`src/rtl/dmem_responder.sv`:
```
// Data-memory responder: single-outstanding load/store with RISC-V byte/half/word
// lanes and a fixed response latency. Optional misalignment trap: DMEM_MISALIGN_TRAP_EN.
module dmem_responder #(
  parameter int ADDR_W  = 7,
  parameter int LATENCY = 2
) (
  input  logic              CLK,
  input  logic              RST,
  input  logic              REQ_VALID,
  output logic              REQ_READY,
  input  logic              REQ_WE,
  input  logic [2:0]        REQ_FUNCT3,
  input  logic [ADDR_W-1:0] REQ_ADDR,
  input  logic [31:0]       REQ_WDATA,
  output logic              RSP_VALID,
  output logic [31:0]       RSP_DATA,
  output logic              RSP_ERR,
  output logic              BUSY
);

  localparam int DEPTH = 2 ** (ADDR_W - 2);
  localparam logic [3:0] CNT_INIT = 4'(LATENCY - 1);

  typedef enum logic [1:0] {IDLE, WAIT, RESP} state_t;

  state_t      state, state_nx;
  logic [3:0]  cnt, cnt_nx;
  logic [31:0] mem [DEPTH];

  logic              accept;
  logic [ADDR_W-3:0] word_idx;
  logic [3:0]        byte_en;
  logic [31:0]       wdata_lane;
  logic              req_fault;

  logic        cap_we, cap_uns;
  logic [1:0]  cap_size, cap_lane;
  logic [31:0] cap_word;

  logic        src_we, src_uns, src_fault;
  logic [1:0]  src_size, src_lane;
  logic [31:0] src_word, ext;
  logic [7:0]  sel_byte;
  logic [15:0] sel_half;

  assign accept   = (state == IDLE) && REQ_VALID;
  assign word_idx = REQ_ADDR[ADDR_W-1:2];

  assign REQ_READY = (state == IDLE);
  assign RSP_VALID = (state == RESP);
  assign BUSY      = (state != IDLE);

`ifdef DMEM_MISALIGN_TRAP_EN
  function automatic logic is_misaligned(input logic [1:0] size, input logic [1:0] lane);
    return ((size == 2'b01) && lane[0]) || (size[1] && (lane != 2'b00));
  endfunction
  assign req_fault = is_misaligned(REQ_FUNCT3[1:0], REQ_ADDR[1:0]);
  assign src_fault = is_misaligned(src_size, src_lane);
`else
  assign req_fault = 1'b0;
  assign src_fault = 1'b0;
`endif

  // Store lane steering: data replicated so each enabled byte sees its slice.
  always_comb begin
    // NOTE: every always_comb output gets a default first so no path infers a latch.
    byte_en    = 4'b0000;
    wdata_lane = REQ_WDATA;
    case (REQ_FUNCT3[1:0])
      2'b00: begin
        byte_en    = 4'b0001 << REQ_ADDR[1:0];
        wdata_lane = {4{REQ_WDATA[7:0]}};
      end
      2'b01: begin
        byte_en    = REQ_ADDR[1] ? 4'b1100 : 4'b0011;
        wdata_lane = {2{REQ_WDATA[15:0]}};
      end
      default: byte_en = 4'b1111;
    endcase
  end

  // NOTE: the memory array has no reset; only control state is reset.
  always_ff @(posedge CLK) begin
    if (accept && REQ_WE && !req_fault && !RST) begin
      for (int b = 0; b < 4; b++) begin
        if (byte_en[b]) mem[word_idx][8*b +: 8] <= wdata_lane[8*b +: 8];
      end
    end
  end

  // In IDLE the live request feeds the extender so LATENCY==1 can respond directly.
  always_comb begin
    src_we   = cap_we;
    src_uns  = cap_uns;
    src_size = cap_size;
    src_lane = cap_lane;
    src_word = cap_word;
    if (state == IDLE) begin
      src_we   = REQ_WE;
      src_uns  = REQ_FUNCT3[2];
      src_size = REQ_FUNCT3[1:0];
      src_lane = REQ_ADDR[1:0];
      src_word = mem[word_idx];
    end
  end

  always_comb begin
    sel_byte = src_word[{src_lane, 3'b000} +: 8];
    sel_half = src_lane[1] ? src_word[31:16] : src_word[15:0];
    case (src_size)
      2'b00:   ext = {{24{~src_uns & sel_byte[7]}}, sel_byte};
      2'b01:   ext = {{16{~src_uns & sel_half[15]}}, sel_half};
      default: ext = src_word;
    endcase
    if (src_we || src_fault) ext = 32'h0;
  end

  always_comb begin
    state_nx = state;
    cnt_nx   = cnt;
    case (state)
      IDLE: begin
        if (REQ_VALID) begin
          if (LATENCY == 1) begin
            state_nx = RESP;
          end else begin
            state_nx = WAIT;
            cnt_nx   = CNT_INIT;
          end
        end
      end
      WAIT: begin
        cnt_nx = cnt - 4'd1;
        if (cnt <= 4'd1) state_nx = RESP;
      end
      RESP:    state_nx = IDLE;
      default: state_nx = IDLE;
    endcase
  end

  // NOTE: sequential state uses non-blocking assignments only.
  always_ff @(posedge CLK or posedge RST) begin
    if (RST) begin
      state    <= IDLE;
      cnt      <= 4'd0;
      cap_we   <= 1'b0;
      cap_uns  <= 1'b0;
      cap_size <= 2'b00;
      cap_lane <= 2'b00;
      cap_word <= 32'h0;
      RSP_DATA <= 32'h0;
      RSP_ERR  <= 1'b0;
    end else begin
      state <= state_nx;
      cnt   <= cnt_nx;
      if (accept) begin
        cap_we   <= REQ_WE;
        cap_uns  <= REQ_FUNCT3[2];
        cap_size <= REQ_FUNCT3[1:0];
        cap_lane <= REQ_ADDR[1:0];
        cap_word <= mem[word_idx];
      end
      // Result is loaded on the edge entering RESP and held until the next response.
      if (state_nx == RESP && state != RESP) begin
        RSP_DATA <= ext;
        RSP_ERR  <= src_fault;
      end
    end
  end

endmodule

```
`config.mk`:
```
export PLATFORM = sky130hd
export DESIGN_NAME = dmem_responder
export DESIGN_NICKNAME = d
export VERILOG_FILES = /design/src/rtl/dmem_responder.sv
export SDC_FILE = /design/constraint.sdc
export NUM_CORES = 1
export LEC_CHECK = 0
export CORE_UTILIZATION = 35
export CTS_BUF_LIST = sky130_fd_sc_hd__clkbuf_4 sky130_fd_sc_hd__clkbuf_8
export DETAILED_ROUTE_END_ITERATION = 10
export SLEW_MARGIN = 15
export SYNTH_ARGS = -nofsm -noshare
export SYNTH_HDL_FRONTEND = slang
export SYNTH_SLANG_ARGS = --single-unit
export TNS_END_PERCENT = 5
```
`constraint.sdc`:
```
create_clock -name CLK -period 3.3 [get_ports CLK]
set_input_delay 0.99 -clock CLK [delete_from_list [all_inputs] [get_ports CLK]]
set_output_delay 0.99 -clock CLK [all_outputs]
set_load 0.02 [all_outputs]
```
Figure 1. Routed metal, one colour a layer (run 1).
Drawn at 1 px/µm.
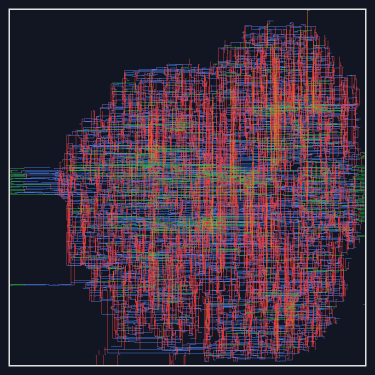
- met3: green (wire length 9970 µm)
- met1: blue (wire length 53.4 mm)
- met4: orange (wire length 3520 µm)
- met2: red (wire length 58.9 mm)
Routed wire per std cell: 26.2 µm
Final Routed Wirelength: 126000 µm
via count: 25.6k
Total Routing Usage GR: 0.198

Figure 2. Nets reached from selected ports (run 1).
Drawn at 1.5 px/µm.
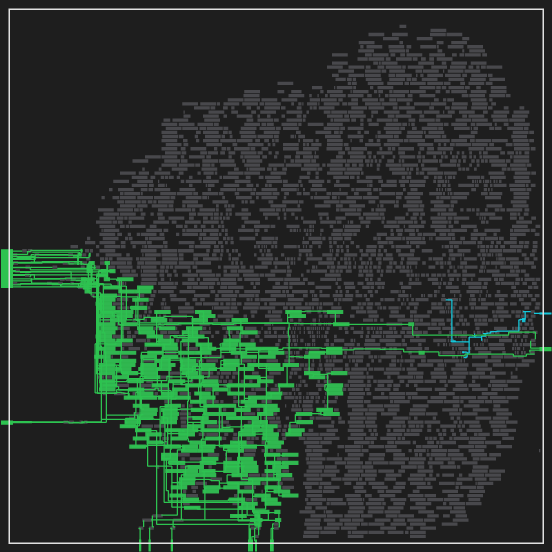
- `REQ_WDATA`: green (bits 32; direction input; end cells 288; buffers 45; wire 6380 µm)
- `REQ_READY`: cyan (bits 1; direction output; end cells 1; buffers 1; wire 140 µm)

Figure 3. Clock wiring as the flow saved it (run 1).
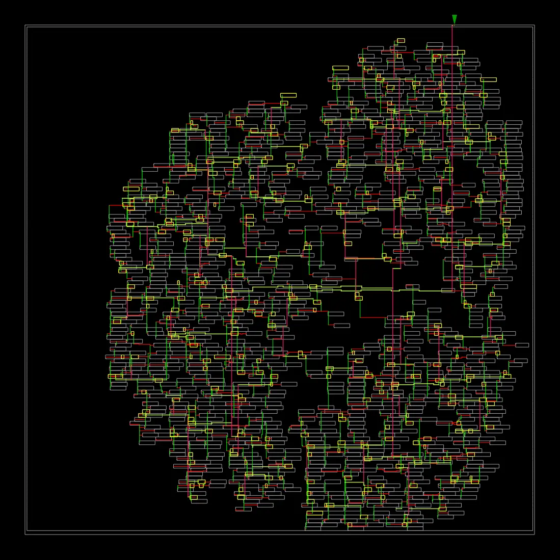
total clock sinks: 1100
clk pwr: 0.0119 W
TritonCTS Buffers: 173
number of clock buffers in the layout: 236

==> flow_summary_export.csv, run 1 <==
group,metric,value,unit
outcome,outcome,"finished, final reports clean",
synth,simple_gate_share,0.0405,
worst_setup_path,cp-end-kind,"flip-flop",
detailed_routing,drt-pass1-iter-count,8,
worst_setup_path,crit_path_start_kind,"input pin",
detailed_routing,post-route-drc-count,0,
worst_setup_path,slowest_stage,"nor4_1",
worst_setup_path,crit_family,"buffers and inverters",
min_path,hold_path_class,"reg2reg",
synth,top_cell_area_share,0.705,
global_route,grt_max_degree,77,
clock_tree,clk_latency,0.86,ns
synth,synth_async_sr_flop_share,0.0691,
clock_tree,htree_levels,4,
final_timing,final-setup-viol-count,0,
synth,synth_seq_share,0.749,
synth,syn_nets,2457,
power_and_ir_drop,power.density,603,nW/µm²
clock_tree,hold_buffers,0,
floorplan,die_area,126000,µm²
worst_setup_path,r2r-start,"mem[15][15]$_DFFE_PP_",
clock_tree,cts_tree,"built",
place,hpwlAfterDp,88700,µm
synth,synth-edff-count,1024,
layout,syn_to_final_growth,25.4,%
clock_tree,cts_resized,4,
floorplan,placementRows,129,
detailed_routing,viasPerCell,5.35,
synth,synthCells,2409,
final_timing,rsz0062_at_grt,"false",
final_timing,final.setup_skew,0.0653,ns
synth,synth_flops,1100,
final_timing,finalCritPeriodShare,0.978,
final_timing,slew_viol_final,0,
worst_setup_path,cp_common_cell,"buf_4",
synth,syn_area,43600,µm²
worst_setup_path,r2r_cells,9,
synth,ys_types,57,
worst_setup_path,path_buffers,5,
worst_setup_path,crit_type,"in2reg",
min_path,min-delay-start,"cap_word[28]$_DFFE_PP0P_",
clock_tree,ctsRootBufferMaster,"clkbuf_8",
flow_run,tool_warnings,29,
worst_setup_path,cp.depth,12,
synth,ys_warn_count,0,
final_timing,slew_headroom,0.284,
synth,xor_area_frac,0,
final_timing,period_needed,3.23,ns
power_and_ir_drop,vdd_ir_drop_max,0.000531,V
synth,ys.flop_type,"edfxtp_1",
min_path,min_delay_path_depth,2,
worst_setup_path,cp_cell_sequence,"clkdlybuf4s50_1, buf_12, or4b_1, buf_4, buf_4, o22ai_1, nor4_1, a31oi_1, buf_4, mux2i_1, nand2_1, a22o_1",
synth,synthTopLogicFamily,"multiplexers",
synth,common_cells,"edfxtp_1, mux2i_1, nor2_1",
global_route,overflow,0,
synth,topCellsByArea,"edfxtp_1, mux2i_1, mux4_2, dfrtp_1, o22ai_1",
floorplan,fp.dieH,355,µm
clock_tree,post_cts_buffers,0,
final_timing,worst_pin_slew,1.07,ns
synth,ys_sh_mux,0.136,
worst_setup_path,startpoint,"REQ_ADDR[6]",
final_timing,max_freq,310,MHz
synth,yosysChipArea,43600,µm²
flow_run,maxCapViolCount,0,
final_timing,finalHoldViolations,0,
synth,top_area_cell,"edfxtp_1",
final_timing,setup-tns-final,0,ns
clock_tree,clkTransAtPathRegs,0.06,ns
layout,final_layout_size_suffix_gt1_frac,0.324,
synth,synthAoiAreaFrac,0.0552,
floorplan,coreArea,124000,µm²
worst_setup_path,crit_fanout,22,
layout,nFillCells,10800,
synth,fa_ha_area_frac,0.000574,
detailed_routing,drt_iter0_drc,3155,
layout,nNetsFinal,3060,
worst_setup_path,max_stage_delay,0.66,ns
power_and_ir_drop,p_total,0.0330,W
global_route,antenna_found_initial,2,
worst_setup_path,required,4.05,ns
place,gp_congestion,0.921,
global_route,first_global_vias,25800,
power_and_ir_drop,p_leak,19.1,nW
floorplan,pin_count,82,
worst_setup_path,cp.arrival,3.98,ns
synth,synth_area_per_cell,18.1,µm²
detailed_routing,final_antenna_net_count,0,
synth,synth_dominant_cell_count,"edfxtp_1",
clock_tree,cts_max_path_buffers,3,
floorplan,die_w,355,µm
place,portBuffers,80,
synth,synth_stat.cells,2409,
global_route,grt_pass1_wl,180000,µm
floorplan,initCoreUtil,0.353,
[run 1: cells by family after synthesis]
logic type | count (synthesis)
buffers and inverters | 156
other | 1
multiplexers | 447
AND/OR/NAND/NOR | 358
adder cells (fa/ha/maj) | 2
AND-OR/OR-AND | 345
flip-flops | 1100
[run 1: cell type report]
| cell class | count | area [µm²] | area share |
|---|---|---|---|
| Sequential cell | 1100 | 32700 | 0.597 |
| Multi-Input combinational cell | 1153 | 10400 | 0.190 |
| Timing Repair Buffer | 577 | 6000 | 0.110 |
| Clock buffer | 236 | 2900 | 0.0531 |
| Tap cell | 1637 | 2050 | 0.0375 |
| Clock inverter | 83 | 679 | 0.0124 |
| Inverter | 7 | 32.5 | 0.000595 |
| Antenna cell | 1 | 2.50 | 0.0000458 |
[run 1: worst register-to-register path, cell delays in order, from the launching register on]
cell and delay (ns):
edfxtp_1 0.38, mux2i_1 0.16, buf_4 0.17, o22ai_1 0.08, nor4_1 0.49, a31oi_2 0.27
buf_4 0.20, a221oi_1 0.49, a211oi_4 0.13, a2bb2oi_1 0.18
[run 1: stage by stage]
stage               worst slack (ns)  cells  hold slack (ns)  instance area (µm²)  utilization
finish                        0.0719   4794            0.472                54700        0.442
global route                  0.0343   4794            0.487                54700        0.442
CTS                            0.104   4793            0.477                54700        0.442
detailed placement            -0.701   4474            0.463                51100        0.413
global placement              -0.687   4474            0.454                51100        0.413
floorplan                    -0.0527   2409            0.441                43800            -
[run 1: report_power, final]
part           internal (W)  switching, W  total (W)
logic               0.00212       0.00289    0.00501
registers            0.0158      0.000343     0.0161
clock network       0.00648       0.00538     0.0119
total                0.0244       0.00861     0.0330
[run 1: worst paths after layout]
path	end	slack, ns
max	RSP_DATA[4]$_DFFE_PP0P_	0.07
min	cap_word[28]$_DFFE_PP0P_	0.47
max reg2reg	RSP_DATA[10]$_DFFE_PP0P_	0.64
min reg2reg	cap_word[28]$_DFFE_PP0P_	0.47
max in group asynchronous	cap_word[11]$_DFFE_PP0P_	1.73
min in group asynchronous	RSP_DATA[5]$_DFFE_PP0P_	0.88
[run 1: metal layers]
metal / GRT usage / part of all wire
met5: 0 / 0
met4: 0.0657 / 0.028
met2: 0.315 / 0.47
met1: 0.275 / 0.42
met3: 0.0348 / 0.079
[run 1: layout by cell type (no fill, tap or decap), types with 22 or more instances in the layout]
cell type / netlist / layout
clkdlybuf4s50_1: 0 / 75
clkinv_2: 0 / 22
o21ai_0: 41 / 33
clkbuf_4: 0 / 55
clkbuf_8: 0 / 182
buf_4: 38 / 379
mux2i_1: 311 / 311
dfrtp_1: 76 / 76
clkinv_1: 0 / 36
buf_12: 0 / 117
nand2_1: 85 / 85
a22oi_1: 40 / 40
mux4_2: 112 / 112
a31oi_1: 23 / 23
o22ai_1: 142 / 142
mux2_2: 22 / 22
edfxtp_1: 1024 / 1024
nor2_1: 174 / 109
nor2_2: 0 / 65
[run 1: state kept, by name (all words and copies together) (netlist names)]
signal,count
mem,1024
RSP_DATA,32
cap_word,32
cnt,4
cap_lane,2
cap_size,2
state,2
cap_uns,1
cap_we,1
Figure 4. Sequential cells coloured by netlist name (run 1).
Drawn at 1 px/µm.
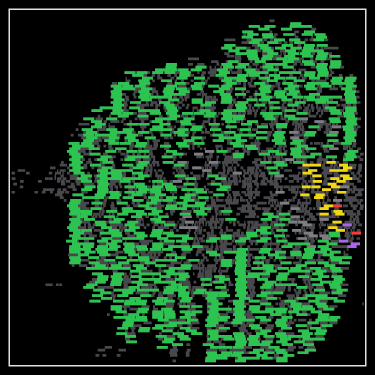

==> run 2: changes to the inputs <==
--- a/config.mk
+++ b/config.mk
@@ -8,6 +8,7 @@
 export CORE_UTILIZATION = 35
 export CTS_BUF_LIST = sky130_fd_sc_hd__clkbuf_4 sky130_fd_sc_hd__clkbuf_8
 export DETAILED_ROUTE_END_ITERATION = 10
+export PLACE_DENSITY = 0.47
 export SLEW_MARGIN = 15
 export SYNTH_ARGS = -nofsm -noshare
 export SYNTH_HDL_FRONTEND = slang
Figure 5. Sequential cells coloured by netlist name (run 2).
Drawn at 1 px/µm.
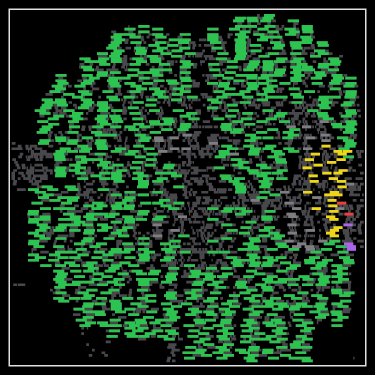
- `state`: red (placed flops 2)
- `mem`: green (placed flops 1024; where spread over the die)
- `RSP_DATA`: yellow (placed flops 32; where middle right)
- `cnt`: purple (placed flops 4)
- not coloured: 38

==> run 2 against run 1 <==
  * The flow now finishes with violations (setup timing)
  * Critical path type unchanged
  * Critical endpoint is now RSP_DATA[11]$_DFFE_PP0P_
  * Setup slack lost 0.099 ns
  * Critical path depth shrank 1
  * Wire length grew 4.8%
  * Power shrank 0.85%
==> flow_summary_export.csv, run 2 <==
group,metric,value,unit
layout,nFillCells,10900,
final_timing,finalHoldViolations,0,
min_path,hold_path_class,"in2async",
final_timing,final.setup_skew,0.0495,ns
synth,synth-edff-count,1024,
synth,yosysChipArea,43600,µm²
worst_setup_path,required,4.06,ns
worst_setup_path,r2r_cells,8,
final_timing,period_needed,3.33,ns
clock_tree,cts_tree,"built",
worst_setup_path,cp.arrival,4.08,ns
layout,final_common_cell,"edfxtp_1",
power_and_ir_drop,p_seq_frac,0.493,
final_timing,worst_pin_slew,1.10,ns
final_timing,rsz0062_at_grt,"true",
layout,nNetsFinal,3108,
synth,synth_seq_share,0.749,
global_route,overflow,0,
final_timing,finalCritPeriodShare,1.01,
worst_setup_path,rr_endpoint,"RSP_DATA[1]$_DFFE_PP0P_",
worst_setup_path,cp-end-kind,"flip-flop",
synth,top_area_cell,"edfxtp_1",
detailed_routing,drt-pass1-iter-count,7,
clock_tree,clk_latency,0.86,ns
power_and_ir_drop,p_sw,0.00861,W
detailed_routing,final_antenna_net_count,0,
floorplan,fp.dieH,355,µm
final_timing,slew_viol_final,0,
floorplan,coreArea,124000,µm²
detailed_routing,drt_iter0_drc,2378,
detailed_routing,post-route-drc-count,0,
synth,synthCells,2409,
floorplan,pin_count,82,
global_route,grt_max_degree,73,
outcome,violations,"setup timing",
layout,syn_to_final_growth,26.3,%
clock_tree,htree_levels,4,
synth,synth_flops,1100,
power_and_ir_drop,swShare,0.263,
clock_tree,cts_max_path_buffers,3,
clock_tree,numCtsBuffers,180,
layout,final_layout_size_suffix_gt1_frac,0.330,
place,portBuffers,80,
floorplan,die_w,355,µm
power_and_ir_drop,power.density,594,nW/µm²
clock_tree,clock-sinks,1100,
detailed_routing,wirelength,132000,µm
synth,synth_area_per_cell,18.1,µm²
final_timing,fin_ws,-0.0275,ns
layout,seq_area,32700,µm²
global_route,grt_pass1_wl,188000,µm
clock_tree,clkTransAtPathRegs,0.06,ns
layout,utilization,0.445,
synth,ys.flop_type,"edfxtp_1",
power_and_ir_drop,intPower,0.0241,W
floorplan,placementRows,129,
final_timing,slew_headroom,0.266,
layout,layout_top_cells,"edfxtp_1, buf_4, mux2i_1, clkbuf_8, o22ai_1",
layout,reg_top3,"mem (1024), RSP_DATA (32), cap_word (32)",
synth,topCellsByArea,"edfxtp_1, mux2i_1, mux4_2, dfrtp_1, o22ai_1",
synth,common_cells,"edfxtp_1, mux2i_1, nor2_1",
synth,ys_warn_count,0,
synth,syn_nets,2457,
worst_setup_path,r2r-start,"state[0]$_DFF_PP0_",
worst_setup_path,crit_fanout,19,
place,gp_congestion,0.893,
outcome,outcome,"finished with violations",
layout,largest_reg_flops,1024,
clock_tree,ctsRootBufferMaster,"clkbuf_8",
final_timing,final-setup-viol-count,2,
worst_setup_path,crit_path_start_kind,"input pin",
synth,synth_async_sr_flop_share,0.0691,
synth,top_cell_area_share,0.705,
power_and_ir_drop,p_comb_frac,0.156,
synth,synth_stat.cells,2409,
flow_run,maxCapViolCount,0,
detailed_routing,routedWlPerCell,27.2,µm
final_timing,fin_hold_ws,0.378,ns
global_route,grt_usage,0.211,
Figure 6. Routed metal, one colour a layer (run 2).
Drawn at 1 px/µm.
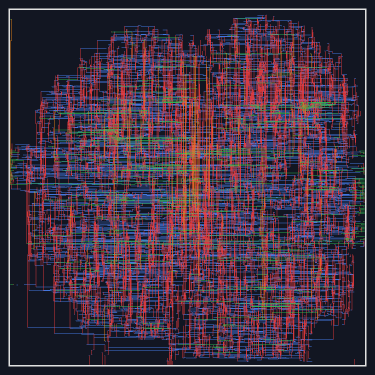
- met2: red (wire length 59.9 mm)
- met1: blue (wire length 58.7 mm)
- met4: orange (wire length 3740 µm)
- met3: green (wire length 9430 µm)

## run 2: cell counts after synthesis
No cell type changed its count.
## run 2: how the worst max path moves through the flow
stage                             from                        to  slack (ns)  cells after the start
CTS                 state[0]$_DFF_PP0_                 REQ_READY        0.03                      3
finish                     REQ_ADDR[5]  RSP_DATA[11]$_DFFE_PP0P_       -0.03                     11
floorplan                  REQ_ADDR[3]      mem[28][0]$_DFFE_PP_       -0.05                      9
detailed placement         REQ_ADDR[5]  RSP_DATA[11]$_DFFE_PP0P_       -1.01                     12
global route               REQ_ADDR[5]  RSP_DATA[11]$_DFFE_PP0P_       -0.03                     10
global placement           REQ_ADDR[4]  RSP_DATA[11]$_DFFE_PP0P_       -0.96                     13
## run 2: cells by family (layout without fill, tap and decap cells)
group / after synthesis / after routing / synth area share
fa+ha+maj: 2 / 2 / 0.000574
flops: 1100 / 1100 / 0.749
mux: 447 / 447 / 0.136
other cells: 1 / 2 / 0.0000860
buf+inv: 156 / 950 / 0.0194
simple gates: 358 / 358 / 0.0405
compound gates: 345 / 345 / 0.0552
## run 2: what timing repair did
| item | CTS | global route |
|---|---|---|
| hold buffers | 0 | 0 |
| resized | 6 | 3 |
| pin swaps | 0 | 1 |
| endpoints found under the setup margin | 4 | 24 |
## run 2: layout make-up
class / count / area share
clock buffers: 249 / 0.0554
inverters: 7 / 0.000591
flip-flops and latches: 1100 / 0.593
clock inverters: 76 / 0.00750
multi-input cells: 1153 / 0.189
diodes: 1 / 0.0000454
well taps: 1637 / 0.0372
repair buffers: 618 / 0.118
## run 2: power groups by stage
stage	Combinational, W	Sequential (W)	Clock [W]
3_3_place_gp	0.00504	0.0164	0
2_1_floorplan	0.00258	0.0165	0
4_1_cts	0.00513	0.0161	0.0118
3_5_place_dp	0.00513	0.0164	0
6_report	0.00511	0.0161	0.0115
5_1_grt	0.00549	0.0162	0.0124
## run 2: worst max-delay path, stage by stage
cell and delay (ns):
clkdlybuf4s50_1 0.54, buf_12 0.18, nand4_2 0.40, buf_4 0.32, o22ai_1 0.29, nor4_2 0.12
buf_4 0.16, a31oi_4 0.23, mux2i_2 0.13, a211oi_4 0.44, a2bb2oi_1 0.25
## run 2: metrics by stage
stage	instance area (µm²)	setup TNS (ns)	total power [W]	cells	setup WS (ns)
floorplan	43800	-18.25	0.0190	2409	-0.0527
global placement	51600	-176.06	0.0214	4515	-0.956
finish	55100	-0.0312	0.0327	4841	-0.0275
CTS	55000	0	0.0330	4840	0.0323
detailed placement	51600	-196.68	0.0215	4515	-1.01
global route	55100	-0.0298	0.0340	4841	-0.0298
## run 2: routing by layer
metal | routed length (µm) | global-route usage | vias to the layer above
met2 | 59900 | 0.322 | 953
met5 | 0 | 0 | -
li1 | - | - | 11100
met4 | 3740 | 0.0710 | 0
met1 | 58700 | 0.295 | 13100
met3 | 9430 | 0.0501 | 195
Figure 7. Clock wiring as the flow saved it (run 2).
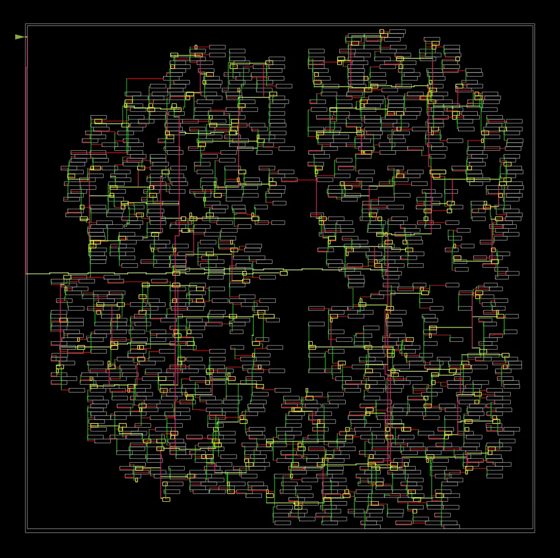

==> run 3: changes to the inputs <==
--- a/config.mk
+++ b/config.mk
@@ -5,6 +5,7 @@
 export SDC_FILE = /design/constraint.sdc
 export NUM_CORES = 1
 export LEC_CHECK = 0
+export CORE_MARGIN = 3
 export CORE_UTILIZATION = 35
 export CTS_BUF_LIST = sky130_fd_sc_hd__clkbuf_4 sky130_fd_sc_hd__clkbuf_8
 export DETAILED_ROUTE_END_ITERATION = 10
Figure 8. Clock wiring as the flow saved it (run 3).
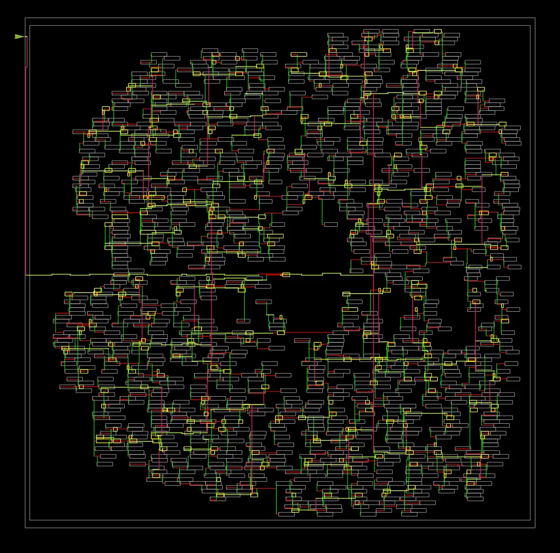
later-pin clock latency in the skew report: 0.87 ns
clk pwr: 0.0121 W
number of clock buffers in the layout: 255

==> run 3 against run 2 <==
  * The run still ends with setup timing left
  * Sequential power barely moved
  * Setup slack got worse by 0.038 ns
  * Clock skew rose by 0.00062 ns
  * Final cell count rose by 0.81%
  * Global-route usage fell by 0.39 points
  * Critical path depth did not move
  * Flip-flop count did not move
  * Clock power rose by 5%
  * Utilization rose by 0.87 points
  * Die area rose by 2.3%
  * Wire length rose by 1.5%
==> flow_summary_export.csv, run 3 <==
group,metric,value,unit
final_timing,fin_ws,-0.0656,ns
floorplan,coreArea,123000,µm²
layout,nNetsFinal,3156,
synth,common_cells,"edfxtp_1, mux2i_1, nor2_1",
final_timing,slew_viol_final,0,
place,gp_congestion,0.865,
min_path,min_delay_path_depth,2,
worst_setup_path,r2r-start,"state[0]$_DFF_PP0_",
flow_run,maxCapViolCount,0,
synth,synth_async_sr_flop_share,0.0691,
min_path,min-delay-start,"cap_word[28]$_DFFE_PP0P_",
synth,yosysChipArea,43600,µm²
layout,utilization,0.454,
min_path,worst_hold_path.endpoint,"cap_word[28]$_DFFE_PP0P_",
synth,ys_sh_mux,0.136,
synth,top_cell_area_share,0.705,
worst_setup_path,crit_fanout,18,
synth,synth_seq_share,0.749,
final_timing,rsz0062_at_grt,"false",
clock_tree,post_cts_buffers,0,
detailed_routing,drt-pass1-iter-count,5,
outcome,violations,"setup timing",
worst_setup_path,cp-end-kind,"flip-flop",
global_route,first_global_vias,26400,
clock_tree,numCtsBuffers,185,
worst_setup_path,max_stage_delay,0.70,ns
final_timing,finalHoldViolations,0,
clock_tree,clkTransAtPathRegs,0.06,ns
clock_tree,htree_levels,4,
worst_setup_path,cp.arrival,4.10,ns
synth,topCellsByArea,"edfxtp_1, mux2i_1, mux4_2, dfrtp_1, o22ai_1",
synth,ys_warn_count,0,
layout,reg_top3,"mem (1024), RSP_DATA (32), cap_word (32)",
place,portBuffers,80,
synth,synth_area_per_cell,18.1,µm²
synth,syn_nets,2457,
detailed_routing,drt_iter0_drc,2491,
layout,largest_reg_flops,1024,
worst_setup_path,r2r_setup_slack,0.62,ns
detailed_routing,viasPerCell,5.26,
synth,ys_types,57,
final_timing,finalCritPeriodShare,1.02,
synth,synth-edff-count,1024,
clock_tree,ctsRootBufferMaster,"clkbuf_8",
worst_setup_path,path_buffers,4,
final_timing,final.setup_skew,0.0501,ns
worst_setup_path,crit_family,"buffers and inverters",
min_path,hold_path_class,"reg2reg",
detailed_routing,post-route-drc-count,0,
synth,xor_area_frac,0,
synth,ys.flop_type,"edfxtp_1",
flow_run,tool_warnings,30,
global_route,grt_max_degree,48,
synth,simple_gate_share,0.0405,
final_timing,slew_headroom,0.483,
synth,synth_stat.cells,2409,
power_and_ir_drop,p_leak,19.6,nW
worst_setup_path,crit_type,"in2reg",
layout,final_layout_size_suffix_gt1_frac,0.343,
layout,final_cells,4880,
global_route,overflow,0,
final_timing,period_needed,3.37,ns
outcome,outcome,"finished with violations",
layout,layout_top_cells,"edfxtp_1, buf_4, mux2i_1, clkbuf_8, o22ai_1",
synth,synthTopLogicFamily,"multiplexers",
worst_setup_path,cp_common_cell,"buf_4",
floorplan,initCoreUtil,0.355,
worst_setup_path,rr_endpoint,"mem[27][13]$_DFFE_PP_",
worst_setup_path,r2r_cells,9,
synth,top_area_cell,"edfxtp_1",
place,dp.cells,4546,
synth,synthAoiAreaFrac,0.0552,
floorplan,pin_count,82,
clock_tree,cts_max_path_buffers,3,
power_and_ir_drop,p_total,0.0335,W
floorplan,fp.dieH,359,µm
floorplan,die_w,359,µm
layout,final_common_cell,"edfxtp_1",
synth,fa_ha_area_frac,0.000574,
synth,synthCells,2409,
floorplan,die_area,129000,µm²
worst_setup_path,slowest_stage,"nor4_1",
global_route,grt_pass1_wl,192000,µm
layout,syn_to_final_growth,27.8,%
power_and_ir_drop,vdd_ir_drop_max,0.000618,V
synth,synth_flops,1100,
synth,syn_area,43600,µm²
worst_setup_path,crit_path_start_kind,"input pin",
detailed_routing,final_antenna_net_count,0,
clock_tree,cts_tree,"built",
power_and_ir_drop,power.density,601,nW/µm²
floorplan,placementRows,128,
final_timing,final-setup-viol-count,2,
final_timing,worst_pin_slew,0.768,ns
final_timing,max_freq,297,MHz
global_route,antenna_found_initial,6,
place,hpwlAfterDp,94300,µm
worst_setup_path,cp_cell_sequence,"clkdlybuf4s50_1, buf_12, nand4bb_1, buf_4, o22ai_1, nor4_1, a31oi_1, buf_4, mux2i_1, o211ai_1, a2bb2oi_1",
synth,synth_dominant_cell_count,"edfxtp_1",
clock_tree,clock-sinks,1100,
layout,top_register,"mem",
worst_setup_path,required,4.04,ns
Figure 9. Routed metal, one colour a layer (run 3).
Drawn at 1 px/µm.
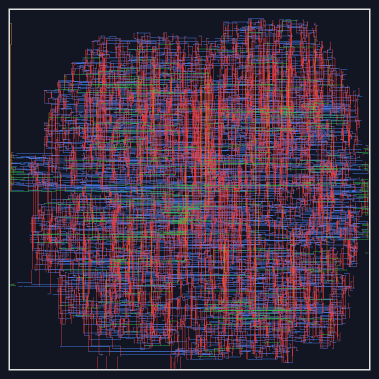
- met3: green (wire length 8060 µm)
- met2: red (wire length 62.0 mm)
- met1: blue (wire length 60.8 mm)
- met4: orange (wire length 2900 µm)
Final Routed Wirelength: 134000 µm
via count: 25.7k
Routed wire per std cell: 27.4 µm
Total Routing Usage GR: 0.207

-- run 3: cell counts after synthesis --
Identical to the previous run, type by type.
-- run 3: worst max-delay path by stage --
stage                     start                        to  cells past startpoint
global route        REQ_ADDR[4]   RSP_DATA[9]$_DFFE_PP0P_                     10
finish              REQ_ADDR[5]  RSP_DATA[13]$_DFFE_PP0P_                     11
global placement    REQ_ADDR[4]  RSP_DATA[10]$_DFFE_PP0P_                     13
floorplan           REQ_ADDR[3]      mem[28][0]$_DFFE_PP_                      9
detailed placement  REQ_ADDR[5]  RSP_DATA[10]$_DFFE_PP0P_                     11
CTS                 REQ_ADDR[4]  RSP_DATA[17]$_DFFE_PP0P_                     12
-- run 3: cells by family after synthesis --
| family | after synthesis |
|---|---|
| flops | 1100 |
| buf+inv | 156 |
| fa+ha+maj | 2 |
| mux | 447 |
| simple gates | 358 |
| compound gates | 345 |
| other cells | 1 |
-- run 3: final cells by class --
class                           instances  area (µm²)
Antenna cell                            2        5.00
Multi-Input combinational cell       1153       10400
Clock buffer                          255        3100
Fill cell                           10700       67000
Inverter                                7        30.0
Clock inverter                         77         593
Tap cell                             1625        2030
Sequential cell                      1100       32700
Timing Repair Buffer                  661        6890
-- run 3: through the flow --
stage	worst slack [ns]	area (µm²)	hold slack (ns)	TNS (ns)
after floorplan	-0.0527	43800	0.441	-18.25
after global placement	-0.981	52000	0.455	-99.07
after detailed placement	-0.970	52000	0.467	-101.97
after CTS	0.00767	55700	0.481	0
after global routing	0.0144	55700	0.503	0
final	-0.0656	55700	0.476	-0.0807
-- run 3: metal layers --
metal	vias to the layer above	wire, µm	global-route usage
met2	910	62000	0.324
met3	155	8060	0.0329
li1	11200	-	-
met1	13400	60800	0.300
met5	-	0	0
met4	0	2900	0.0562
-- run 3: repair_timing --
action                     CTS  global route
pin swaps                    0             0
gates resized                4             6
setup endpoints to repair    3            27
hold buffers                 0             0
cloned                       0             0
-- run 3: report_power, final --
group / switching [W] / internal [W]
combinational: 0.00299 / 0.00227
sequential: 0.000327 / 0.0158
clock: 0.00541 / 0.00670
-- run 3: worst reg2reg max path, cell delays in order, from the launching register on --
cell and delay, ns:
dfrtp_1 0.43, or2_1 0.28, inv_2 0.16, buf_4 0.23, and2_1 0.17, and3_4 0.29
o21ai_4 0.14, buf_12 0.20, nor2_2 0.22, buf_4 0.22
No activity file was given, so power comes from the tool's default toggle rates.
